File: src/rtl/riscv_pkg.sv
// Shared RISC-V front-end definitions: widths, reset pc, compressed-length marker,
// fetch FSM states and the memory word payload.
package riscv_pkg;

    localparam int unsigned XLEN = 32;
    localparam int unsigned ILEN = 32;
    localparam int unsigned HW_W = 16;

    localparam logic [XLEN-1:0] RESET_PC_DEF = 32'h0000_0000;
    localparam logic [1:0]      RVC_NONE     = 2'b11;

    typedef enum logic [0:0] {
        FS_FETCH = 1'b0,
        FS_DRAIN = 1'b1
    } fetch_state_e;

    // Little-endian memory word split into its two halfwords
    typedef struct packed {
        logic [HW_W-1:0] hi;
        logic [HW_W-1:0] lo;
    } imem_word_t;

    function automatic logic is_rvc(input logic [1:0] hw_lo2);
        return hw_lo2 != RVC_NONE;
    endfunction

endpackage

File: src/rtl/fetch_hw_buffer.sv
// Halfword shift buffer: head at slot 0, pops shift toward the head, pushes append
// behind the surviving entries in the same cycle.
module fetch_hw_buffer
    import riscv_pkg::*;
#(
    parameter int unsigned BUF_HW = 4,
    localparam int unsigned CNT_W = $clog2(BUF_HW + 1)
) (
    input  logic             clk,
    input  logic             reset,
    input  logic             push1,
    input  logic             push2,
    input  logic [HW_W-1:0]  push_lo,
    input  logic [HW_W-1:0]  push_hi,
    input  logic             pop1,
    input  logic             pop2,
    input  logic             flush,
    output logic [CNT_W-1:0] count,
    output logic [HW_W-1:0]  head0,
    output logic [HW_W-1:0]  head1
);

    localparam int unsigned BUF_W = BUF_HW * HW_W;

    logic [BUF_W-1:0] buf_q, buf_d;
    logic [CNT_W-1:0] cnt_q, cnt_d;

    logic [BUF_W-1:0] shifted;
    logic [BUF_W-1:0] ins;
    logic [BUF_W-1:0] ins_mask;
    logic [CNT_W-1:0] n_pop;
    logic [CNT_W-1:0] n_push;
    logic [CNT_W-1:0] base;

    // A single push carries only the upper halfword (odd-halfword fetch target)
    always_comb begin
        n_pop    = pop2  ? CNT_W'(2) : (pop1  ? CNT_W'(1) : '0);
        n_push   = push2 ? CNT_W'(2) : (push1 ? CNT_W'(1) : '0);
        base     = cnt_q - n_pop;
        shifted  = buf_q >> (HW_W * n_pop);
        ins      = '0;
        ins_mask = '0;
        if (push2) begin
            ins      = BUF_W'({push_hi, push_lo});
            ins_mask = BUF_W'({(2 * HW_W){1'b1}});
        end else if (push1) begin
            ins      = BUF_W'(push_hi);
            ins_mask = BUF_W'({HW_W{1'b1}});
        end

        buf_d = buf_q;
        cnt_d = cnt_q;
        if (flush) begin
            buf_d = '0;
            cnt_d = '0;
        end else begin
            buf_d = (shifted & ~(ins_mask << (HW_W * base))) | (ins << (HW_W * base));
            cnt_d = base + n_push;
        end
    end

    always_ff @(posedge clk or negedge reset) begin
        if (!reset) begin
            buf_q <= '0;
            cnt_q <= '0;
        end else begin
            buf_q <= buf_d;
            cnt_q <= cnt_d;
        end
    end

    assign count = cnt_q;
    assign head0 = buf_q[HW_W-1:0];
    assign head1 = buf_q[2*HW_W-1:HW_W];

endmodule

File: src/rtl/fetch_align.sv
// Instruction fetch/align front end: fetches little-endian words, realigns the RVC/RV32
// halfword stream and hands one instruction per handshake to the decoder.
module fetch_align
    import riscv_pkg::*;
#(
    parameter logic [XLEN-1:0] RESET_PC = RESET_PC_DEF,
    parameter int unsigned     BUF_HW   = 4
) (
    input  logic            clk,
    input  logic            reset,
    output logic            imem_req,
    output logic [XLEN-1:0] imem_addr,
    input  logic            imem_ack,
    input  logic [XLEN-1:0] imem_rdata,
    output logic            instr_valid,
    input  logic            instr_ready,
    output logic [ILEN-1:0] instr_data,
    output logic [XLEN-1:0] instr_pc,
    input  logic            redirect,
    input  logic [XLEN-1:0] redirect_pc
);

    localparam int unsigned     CNT_W     = $clog2(BUF_HW + 1);
    localparam logic [0:0]      ST_FETCH  = FS_FETCH;
    localparam logic [0:0]      ST_DRAIN  = FS_DRAIN;
    localparam logic [XLEN-1:0] WORD_MASK = ~XLEN'(3);
    localparam logic [CNT_W-1:0] REQ_MAX  = CNT_W'(BUF_HW - 2);

    logic [0:0]      state_q, state_d;
    logic            req_q, req_d;
    logic [XLEN-1:0] addr_q, addr_d;
    logic [XLEN-1:0] pc_q, pc_d;
    logic [XLEN-1:0] tgt_q, tgt_d;
    logic            odd_q, odd_d;

    logic [CNT_W-1:0] buf_count;
    logic [HW_W-1:0]  head0;
    logic [HW_W-1:0]  head1;
    logic             head_rvc;
    logic             xfer;
    logic             ack_take;
    logic             pop1, pop2, push1, push2;
    logic [CNT_W-1:0] n_pop, n_push, count_after;
    imem_word_t       rword;

    // Handshake qualification; redirect overrides both the pop and the push
    always_comb begin
        rword       = imem_word_t'(imem_rdata);
        head_rvc    = is_rvc(head0[1:0]);
        instr_valid = ((buf_count != '0) && head_rvc) || (buf_count >= CNT_W'(2));
        xfer        = instr_valid && instr_ready && !redirect;
        pop1        = xfer && head_rvc;
        pop2        = xfer && !head_rvc;
        ack_take    = imem_ack && req_q && (state_q == ST_FETCH) && !redirect;
        push1       = ack_take && odd_q;
        push2       = ack_take && !odd_q;
        n_pop       = pop2  ? CNT_W'(2) : (pop1  ? CNT_W'(1) : '0);
        n_push      = push2 ? CNT_W'(2) : (push1 ? CNT_W'(1) : '0);
        count_after = buf_count - n_pop + n_push;
    end

    // Swizzle the head into decoder byte order (byte at pc in the top byte)
    always_comb begin
        instr_data = '0;
        if (instr_valid) begin
            if (head_rvc) begin
                instr_data = {head0[7:0], head0[15:8], 16'h0000};
            end else begin
                instr_data = {head0[7:0], head0[15:8], head1[7:0], head1[15:8]};
            end
        end
    end

    always_comb begin
        state_d = state_q;
        req_d   = req_q;
        addr_d  = addr_q;
        pc_d    = pc_q;
        tgt_d   = tgt_q;
        odd_d   = odd_q;

        if (redirect) begin
            pc_d = {redirect_pc[XLEN-1:1], 1'b0};
        end else if (xfer) begin
            pc_d = pc_q + (head_rvc ? XLEN'(2) : XLEN'(4));
        end

        case (state_q)
            ST_FETCH: begin
                if (redirect) begin
                    odd_d = redirect_pc[1];
                    if (req_q && !imem_ack) begin
                        state_d = ST_DRAIN;
                        tgt_d   = redirect_pc & WORD_MASK;
                    end else begin
                        addr_d = redirect_pc & WORD_MASK;
                        req_d  = 1'b1;
                    end
                end else if (!req_q || imem_ack) begin
                    if (req_q) begin
                        addr_d = addr_q + XLEN'(4);
                        odd_d  = 1'b0;
                    end
                    // Room for a full word must remain once this cycle settles
                    req_d = (count_after <= REQ_MAX);
                end
            end
            ST_DRAIN: begin
                if (redirect) begin
                    tgt_d = redirect_pc & WORD_MASK;
                    odd_d = redirect_pc[1];
                end
                if (imem_ack) begin
                    state_d = ST_FETCH;
                    req_d   = 1'b1;
                    addr_d  = redirect ? (redirect_pc & WORD_MASK) : tgt_q;
                end
            end
            default: begin
                state_d = ST_FETCH;
            end
        endcase
    end

    always_ff @(posedge clk or negedge reset) begin
        if (!reset) begin
            state_q <= ST_FETCH;
            req_q   <= 1'b0;
            addr_q  <= RESET_PC & WORD_MASK;
            pc_q    <= RESET_PC;
            tgt_q   <= RESET_PC & WORD_MASK;
            odd_q   <= RESET_PC[1];
        end else begin
            state_q <= state_d;
            req_q   <= req_d;
            addr_q  <= addr_d;
            pc_q    <= pc_d;
            tgt_q   <= tgt_d;
            odd_q   <= odd_d;
        end
    end

    assign imem_req  = req_q;
    assign imem_addr = addr_q;
    assign instr_pc  = pc_q;

    fetch_hw_buffer #(
        .BUF_HW (BUF_HW)
    ) u_buf (
        .clk     (clk),
        .reset   (reset),
        .push1   (push1),
        .push2   (push2),
        .push_lo (rword.lo),
        .push_hi (rword.hi),
        .pop1    (pop1),
        .pop2    (pop2),
        .flush   (redirect),
        .count   (buf_count),
        .head0   (head0),
        .head1   (head1)
    );

endmodule

File: config.mk
export PLATFORM = sky130hd
export DESIGN_NAME = fetch_align
export DESIGN_NICKNAME = d
export VERILOG_FILES = /design/src/rtl/riscv_pkg.sv /design/src/rtl/fetch_hw_buffer.sv /design/src/rtl/fetch_align.sv
export SDC_FILE = /design/constraint.sdc
export NUM_CORES = 1
export LEC_CHECK = 0
export CAP_MARGIN = 5
export CORE_AREA = 2 2 171 173
export DETAILED_ROUTE_END_ITERATION = 8
export DIE_AREA = 0 0 173 175
export GPL_TIMING_DRIVEN = 0
export PLACE_DENSITY = 0.59
export SLEW_MARGIN = 5
export SYNTH_ARGS = -nofsm -noshare
export SYNTH_HDL_FRONTEND = slang
export SYNTH_SLANG_ARGS = --single-unit
File: constraint.sdc
create_clock -name clk -period 4.17 [get_ports clk]
set_clock_uncertainty 0.05 [all_clocks]
set_input_delay 0.6255 -clock clk [delete_from_list [all_inputs] [get_ports clk]]
set_output_delay 0.6255 -clock clk [all_outputs]
set_load 0.1 [all_outputs]
Run 1, the clock network:
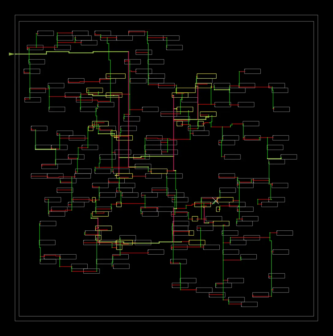
Num CTS Buffers: 17
Sink Count: 165
registers: 165

Run 1, M1 wires:
Supply wires on this layer in grey.
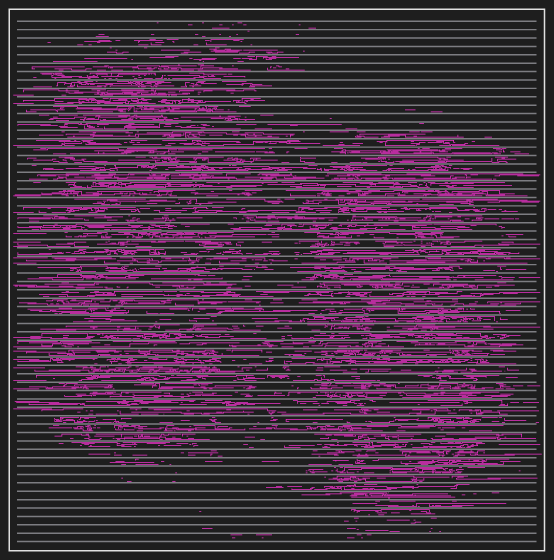
- longest straight run: 44.6 µm
- share of all routed wire: 43%
- wire length on this layer: 16100 µm
- main direction: horizontal
Vias: 9725
drt total wl: 37700 µm

Run 1, gate families picked out:
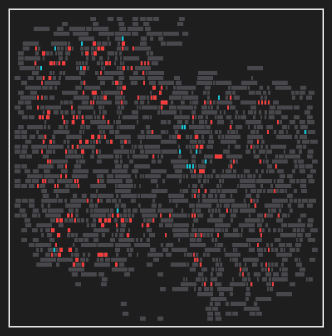
- inverters: cyan (cells 17; most used inv_1)
- NAND gates: red (cells 191; most used nand2_1; where all over the die)
combinational share of cell area: 0.421
final cell count without fillers: 1693
most numerous logic cell after layout: dfrtp_1

==> results.sh, run 1 <==
# flow metrics
export IMPL_synthesis_nets=1188
export IMPL_ys_cells=1111
export IMPL_core_area_um2=28400
export IMPL_die_area_um2=30300
export IMPL_clockRootBuffer="clkbuf_16"
export IMPL_grt_max_degree=111
export IMPL_r2r_end="u_buf.buf_q[58]"
export IMPL_final_setup_worst_slack_ns=0.139
export IMPL_place_ws_ns=-1.01
export IMPL_arrival_ns=4.34
export IMPL_synthCells=1111
export IMPL_tns_ns=0
export IMPL_yosysSeqAreaShare=0.419
export IMPL_status="finished, violations left"
export IMPL_drc=2
export IMPL_grt_overflow=0
export IMPL_clock_latency_ns=0.44
export IMPL_crit_path_end="u_buf.buf_q[58]"
export IMPL_drt_iter0_markers=904
export IMPL_violations="DRC"
export IMPL_regToRegSetupSlack_ns=0.17
export IMPL_clock_path_buffers=2
export IMPL_slew_viol_final=0
export IMPL_clkTransAtPathRegs_ns=0.07
export IMPL_first_pass_iters=9
export IMPL_synth_distinct_cells=72
export IMPL_hold_violations=0
export IMPL_die_x_um=173
export IMPL_synth_edff_count=0
export IMPL_crit_start="redirect"
## run 1: power breakdown
group	leakage [µW]	internal, µW	switching [µW]
combinational	0.00306	1070	2410
sequential	0.00210	1940	384
clock	0.000287	947	724
total	0.00545	3960	3520
## run 1: synth_stat cells (7+ instances only)
cell type	count	share of area
nor2_1	109	0.041
buf_1	13	0.0049
nand2b_1	8	0.0051
o21ai_0	55	0.028
mux2i_1	44	0.045
xnor2_1	19	0.017
o2bb2a_1	15	0.015
nand2_1	127	0.048
a21boi_0	7	0.0053
a31oi_1	9	0.0057
and3_1	28	0.018
buf_2	28	0.014
inv_1	16	0.0061
a21oi_1	120	0.061
o221ai_1	7	0.0062
xor2_1	9	0.0080
nor4_1	17	0.011
dfrtp_1	165	0.42
o22a_1	16	0.014
nand4_1	27	0.017
a211o_1	11	0.0098
nor2b_1	22	0.014
o22ai_1	26	0.016
and2_1	7	0.0044
nand3_1	25	0.013
mux2_2	47	0.054
o31ai_1	8	0.0061
nor3_1	10	0.0051
clkbuf_1	37	0.014
## run 1: layout by cell type (no fill, tap or decap), types with 27 or more instances in the layout
master,instances
o21ai_0,55
nand2_1,126
clkdlybuf4s50_1,153
clkbuf_1,29
and3_1,28
mux2i_1,44
a21oi_1,120
nor2_1,107
dfrtp_1,165
mux2_2,47
nand4_1,27
## run 1: critical path, stage by stage
cell             delay (ns)
clkdlybuf4s50_1        0.51
clkbuf_4               0.25
inv_1                  0.14
o2111ai_2              0.25
buf_6                  0.25
inv_1                  0.07
ha_1                   0.19
fa_1                   0.44
xnor2_4                0.22
nor2b_1                0.14
buf_2                  0.25
nand2_1                0.25
clkbuf_2               0.29
o2bb2a_1               0.33
nor2_1                 0.10
## run 1: layer usage
| metal | routed length, µm | track usage | vias up |
|---|---|---|---|
| met4 | 1280 | 0.0946 | 0 |
| met3 | 3080 | 0.0494 | 81 |
| met2 | 17300 | 0.401 | 504 |
| li1 | - | - | 4430 |
| met1 | 16100 | 0.325 | 4710 |
| met5 | 0 | 0 | - |
## run 1: layout make-up
class | instances | area [µm²]
fillers | 2834 | 15700
multi-input cells | 848 | 5360
flip-flops and latches | 165 | 4130
repair buffers | 168 | 1720
well taps | 384 | 480
clock buffers | 17 | 425
plain buffers | 80 | 362
clock inverters | 14 | 175
inverters | 17 | 63.8
## run 1: sequential cells by signal, indices dropped and copies added (netlist names)
signal / flops
imem_addr: 32
imem_req: 1
instr_pc: 31
odd_q: 1
state_q: 1
tgt_q: 32
u_buf.buf_q: 64
u_buf.count: 3
## run 1: cells by family after synthesis
logic type      synth area share
compound gates             0.209
buf+inv                   0.0417
other cells             0.000380
fa+ha+maj                 0.0124
xor+xnor                  0.0265
mux                       0.0983
simple gates               0.193
flops                      0.419
## run 1: repair_timing
item / CTS / global route
gates resized: 11 / 17
setup buffers: 0 / 3
endpoints found under the setup margin: 60 / 52
hold buffers: 0 / 0
## run 1: metrics by stage
stage                     utilization  power, µW
after global routing            0.448       7790
after floorplan                     -       4700
after detailed placement        0.423       5740
after global placement          0.422       5710
after CTS                       0.445       7430
final                           0.448       7480
## Run 2: what changed since run 1
CORE_AREA = 2 2 180 165   (was 2 2 171 173)
DIE_AREA = 0 0 182 167   (was 0 0 173 175)
clock period = 4.34 ns   (was 4.17 ns; I/O delays follow)
==> run 2 against run 1 <==
Effect of this change:
- the run now ends clean
- via count rose by 0.67%
- global-route usage shrank 0.078 points
- count of clock-buffer cells in the layout increased by 1
- final area decreased by 1.1%
==> results.sh, run 2 <==
# flow metrics
export IMPL_status="finished clean"
export IMPL_grt_max_degree=102
export IMPL_arrival_ns=4.59
export IMPL_regToRegSetupSlack_ns=0.26
export IMPL_cts_num_sinks=165
export IMPL_fill_cells=2868
export IMPL_met3_usage=0.0560
export IMPL_topCellsByArea="dfrtp_1, a21oi_1, mux2_2"
export IMPL_crit_path_end="u_buf.buf_q[63]"
export IMPL_layout_top_cell="dfrtp_1"
export IMPL_busiest_layer="met1"
export IMPL_crit_path_max_incr_delay_ns=0.75
export IMPL_top_area_cell="dfrtp_1"
export IMPL_vias=9790
export IMPL_cts_hold_buf=0
export IMPL_die_area_um2=30400
export IMPL_crit_start="redirect"
export IMPL_synth_edff_count=0
export IMPL_grt_overflow=0
export IMPL_crit_path_top_delay_cell="a21oi_1"
export IMPL_slew_viol_final=0
export IMPL_top_area_frac=0.419
export IMPL_logic_family="AND-OR/OR-AND gates"
export IMPL_mux_share=0.0983
export IMPL_synthesis_nets=1188
export IMPL_synth_distinct_cells=72
export IMPL_yosysSeqAreaShare=0.419
export IMPL_routed_wl_um=38000
run 2: cell counts after synthesis:
No cell type changed its count.
run 2: area by class of cell:
type / count / area share
Multi-Input combinational cell: 848 / 0.426
Buffer: 81 / 0.0287
Sequential cell: 165 / 0.328
Inverter: 17 / 0.00507
Clock buffer: 18 / 0.0341
Clock inverter: 14 / 0.00945
Tap cell: 366 / 0.0364
Timing Repair Buffer: 165 / 0.132
run 2: worst min path at each step:
stage / start / end / slack (ns) / cells after the start
after detailed placement: tgt_q[0] / tgt_q[0] / 0.42 / 1
after floorplan: reset / imem_addr[0] / 0.31 / 0
after global routing: reset / tgt_q[19] / 0.13 / 1
final: reset / tgt_q[19] / 0.09 / 1
after CTS: reset / tgt_q[19] / 0.11 / 1
after global placement: tgt_q[1] / tgt_q[1] / 0.42 / 1
run 2: power breakdown:
part | internal (µW) | switching [µW] | leakage (µW)
registers | 1860 | 370 | 0.00210
clock network | 749 | 712 | 0.000263
logic | 1000 | 2320 | 0.00292
total | 3620 | 3400 | 0.00528
run 2: timing repair:
item / in CTS / in global routing
resized: 16 / 8
gates cloned: 0 / 0
pin swaps: 0 / 0
setup buffers: 0 / 0
endpoints found under the hold margin: 0 / 0
setup endpoints to repair: 50 / 38
run 2: per-layer routing:
metal  vias up  share of wire
met3        60          0.089
met1      4814           0.46
met5         -              0
met2       506           0.43
li1       4410              -
met4         0          0.020
run 2: cell families after synthesis:
family                   after synthesis
multiplexers                          91
buffers and inverters                 98
flip-flops                           165
AND-OR/OR-AND                        320
AND/OR/NAND/NOR                      399
adder cells (fa/ha/maj)                8
other                                  1
XOR/XNOR                              29
run 2: through the flow:
step,instances,util,TNS (ns),power [µW]
2_1_floorplan,1111,-,0,4520
3_3_place_gp,1641,0.420,-781.45,5480
3_5_place_dp,1642,0.421,-30.12,5510
4_1_cts,1674,0.441,-0.0338,6980
5_1_grt,1674,0.441,0,7320
6_report,1674,0.441,0,7020
run 2: worst max-delay path: cells and delay by family:
family          cells  cell delay (ns)
simple gates        2             0.25
compound gates      3             1.28
xor+xnor            1             0.21
buf+inv             6             1.52
fa+ha+maj           2             0.66
Run 2, floorplan with the power grid:
Pins as bars on the die edge.
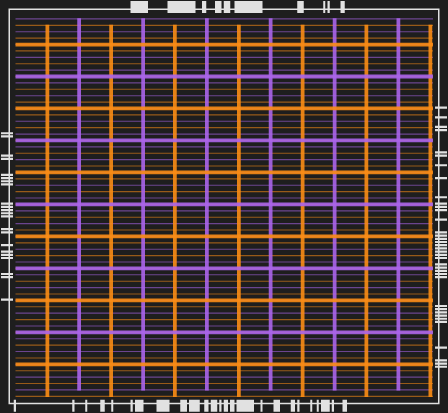
- VSS: orange
- VDD: purple
- met1 rails: 60
- signal pins: 167
- met5 straps: 11
- rows: 59
- met4 straps: 13
Max VDD drop: 0.330 mV
Die W: 182 µm
Die H: 167 µm

Run 2, the clock network:
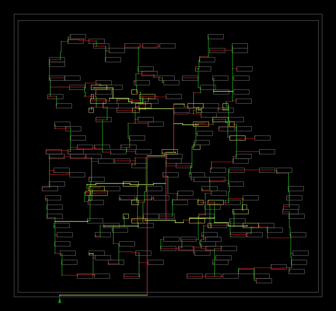
Clk power: 1460 µW
Latency at later pin: 0.44 ns
final-layout clock buffer total: 18

Run 2, sequential cells coloured by netlist name:
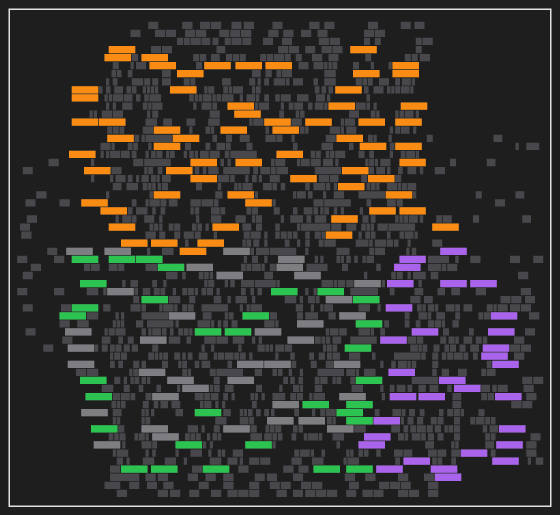
- `instr_pc`: purple (sequential cells 31)
- `u_buf.buf_q`: orange (sequential cells 64)
- `tgt_q`: green (sequential cells 32)
- not coloured: 38

## Run 3: what changed since run 2
CORE_AREA = 2 2 141 211   (was 2 2 180 165)
DIE_AREA = 0 0 143 213   (was 0 0 182 167)
==> run 3 against run 2 <==
Effect of this change:
- maximum frequency up 3.2%
- non-clock buffer count unchanged
- clock power up about 10%
==> results.sh, run 3 <==
# flow metrics
export IMPL_cts_num_sinks=165
export IMPL_mostFrequentLayoutCells="dfrtp_1, clkdlybuf4s50_1, nand2_1"
export IMPL_crit_top_cell="inv_1"
export IMPL_clock_latency_ns=0.44
export IMPL_layout_top_cell="dfrtp_1"
export IMPL_synthCells=1111
export IMPL_drc=0
export IMPL_crit_path_max_incr_delay_ns=0.52
export IMPL_grt_max_degree=103
export IMPL_top_area_frac=0.419
export IMPL_regToRegSetupSlack_ns=0.27
export IMPL_ys_top_cells_by_count="dfrtp_1, nand2_1, a21oi_1"
export IMPL_yosysSeqAreaShare=0.419
export IMPL_post_cts_setup_buffer_count=0
export IMPL_p_comb_frac=0.466
export IMPL_ys_cells=1111
export IMPL_p_sw_uw=3370
export IMPL_p_seq_frac=0.312
export IMPL_clockRootBuffer="clkbuf_16"
export IMPL_die_x_um=143
export IMPL_hold_violations=0
export IMPL_r2r_end="u_buf.buf_q[53]"
export IMPL_top_area_cell="dfrtp_1"
export IMPL_place_inst=1666
export IMPL_stdcell_count=1697
export IMPL_topCellsByArea="dfrtp_1, a21oi_1, mux2_2"
export IMPL_slew_viol_final=0
export IMPL_cts_hold_buf=0
export IMPL_logic_area_um2=5350
export IMPL_synth_distinct_cells=72
export IMPL_synthesis_nets=1188
export IMPL_status="finished clean"
export IMPL_clkTransAtPathRegs_ns=0.06
## run 3: worst max path at each step
stage,from,endpoint,cells past startpoint
after global placement,reset,u_buf.buf_q[39],1
final,redirect,u_buf.buf_q[53],15
after global routing,redirect,u_buf.buf_q[57],15
after floorplan,redirect,u_buf.buf_q[53],14
after CTS,redirect,u_buf.buf_q[53],15
after detailed placement,redirect,u_buf.buf_q[5],12
## run 3: cell families (layout without fill, tap and decap cells)
family	count (synthesis)	in the layout	synth area share
xor gates and xnor gates	29	29	0.0265
other	1	1	0.000380
AOI/OAI and AO/OA	320	320	0.209
and+or+nand+nor	399	399	0.193
muxes	91	91	0.0983
buffers and inverters	98	294	0.0417
DFF	165	165	0.419
adders and majority gates	8	8	0.0124
## run 3: layer usage
metal  vias to the layer above  GRT usage  part of all wire
met3                       130     0.0462             0.068
met5                         -          0                 0
met1                      4752      0.296              0.36
li1                       4413          -                 -
met4                         0      0.169             0.061
met2                       511      0.468              0.51
## run 3: power groups by stage
| stage | clock, µW | sequential [µW] | combinational (µW) |
|---|---|---|---|
| global route | 1680 | 2270 | 3540 |
| detailed placement | 0 | 2250 | 3310 |
| finish | 1600 | 2240 | 3350 |
| global placement | 0 | 2240 | 3300 |
| CTS | 1620 | 2220 | 3330 |
| floorplan | 0 | 2990 | 1530 |
## run 3: worst register-to-register path, stage by stage, from the launching register on
cell       delay (ns)
dfrtp_1          0.47
and2_1           0.16
buf_2            0.20
inv_2            0.18
o2111ai_2        0.28
buf_6            0.25
inv_1            0.06
ha_1             0.19
fa_1             0.45
xnor2_4          0.31
nor2b_1          0.16
buf_2            0.25
nand2_1          0.25
clkbuf_2         0.29
o2bb2a_1         0.33
nor2_1           0.12
## run 3: what timing repair did
action,in CTS,in global routing
pin swaps,0,0
setup endpoints to repair,50,29
gates resized,19,5
## run 3: area by class of cell
| type | count | share of cell area |
|---|---|---|
| plain buffers | 81 | 0.0288 |
| clock buffers | 24 | 0.0381 |
| clock inverters | 7 | 0.00949 |
| inverters | 17 | 0.00504 |
| multi-input cells | 848 | 0.423 |
| flip-flops and latches | 165 | 0.326 |
| well taps | 390 | 0.0385 |
| repair buffers | 165 | 0.131 |
## run 3: per-stage QoR
| stage | area, µm² | TNS (ns) | hold WS (ns) | setup slack, ns | total power, µW |
|---|---|---|---|---|---|
| 6_report | 12700 | 0 | 0.225 | 0.191 | 7180 |
| 5_1_grt | 12700 | 0 | 0.283 | 0.0184 | 7490 |
| 4_1_cts | 12600 | 0 | 0.256 | 0.0258 | 7170 |
| 3_5_place_dp | 12000 | -29.26 | 0.426 | -0.945 | 5560 |
| 3_3_place_gp | 12000 | -803.00 | 0.419 | -4.71 | 5540 |
| 2_1_floorplan | 9870 | 0 | 0.305 | 0.982 | 4520 |
Run 3, M1 wires:
Supply wires on this layer in grey.
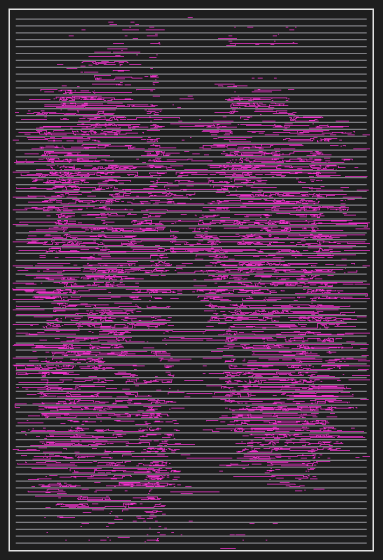
- nets with wire on the layer: 1238
- share of all routed wire: 36%
- main direction: horizontal
- longest straight run: 49.7 µm
- wire length on this layer: 14400 µm
drt total wl: 40000 µm
met1 GRT Util: 0.296
Vias: 9806

Run 3, the clock network:
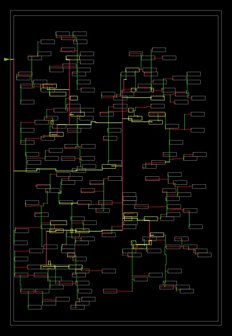
Clk power: 1600 µW
final-layout clock buffer total: 24

Run 3, sequential cells coloured by netlist name:
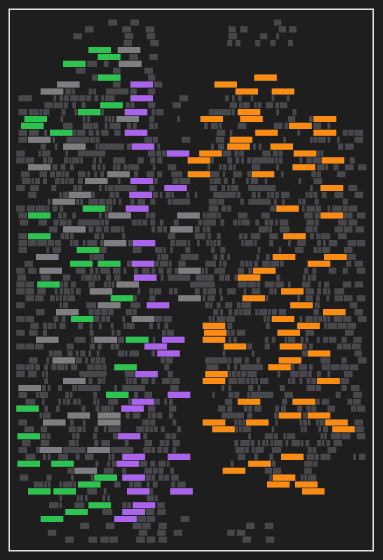
- `u_buf.buf_q`: orange (sequential cells 64)
- `instr_pc`: purple (sequential cells 31)
- `tgt_q`: green (sequential cells 32; where a vertical strip on the left)
final core occ: 0.442
register area: 4130 µm²
P_seq: 2240 µW
sequential share of cell area: 0.326

Power is estimated from default activity; no workload was simulated.
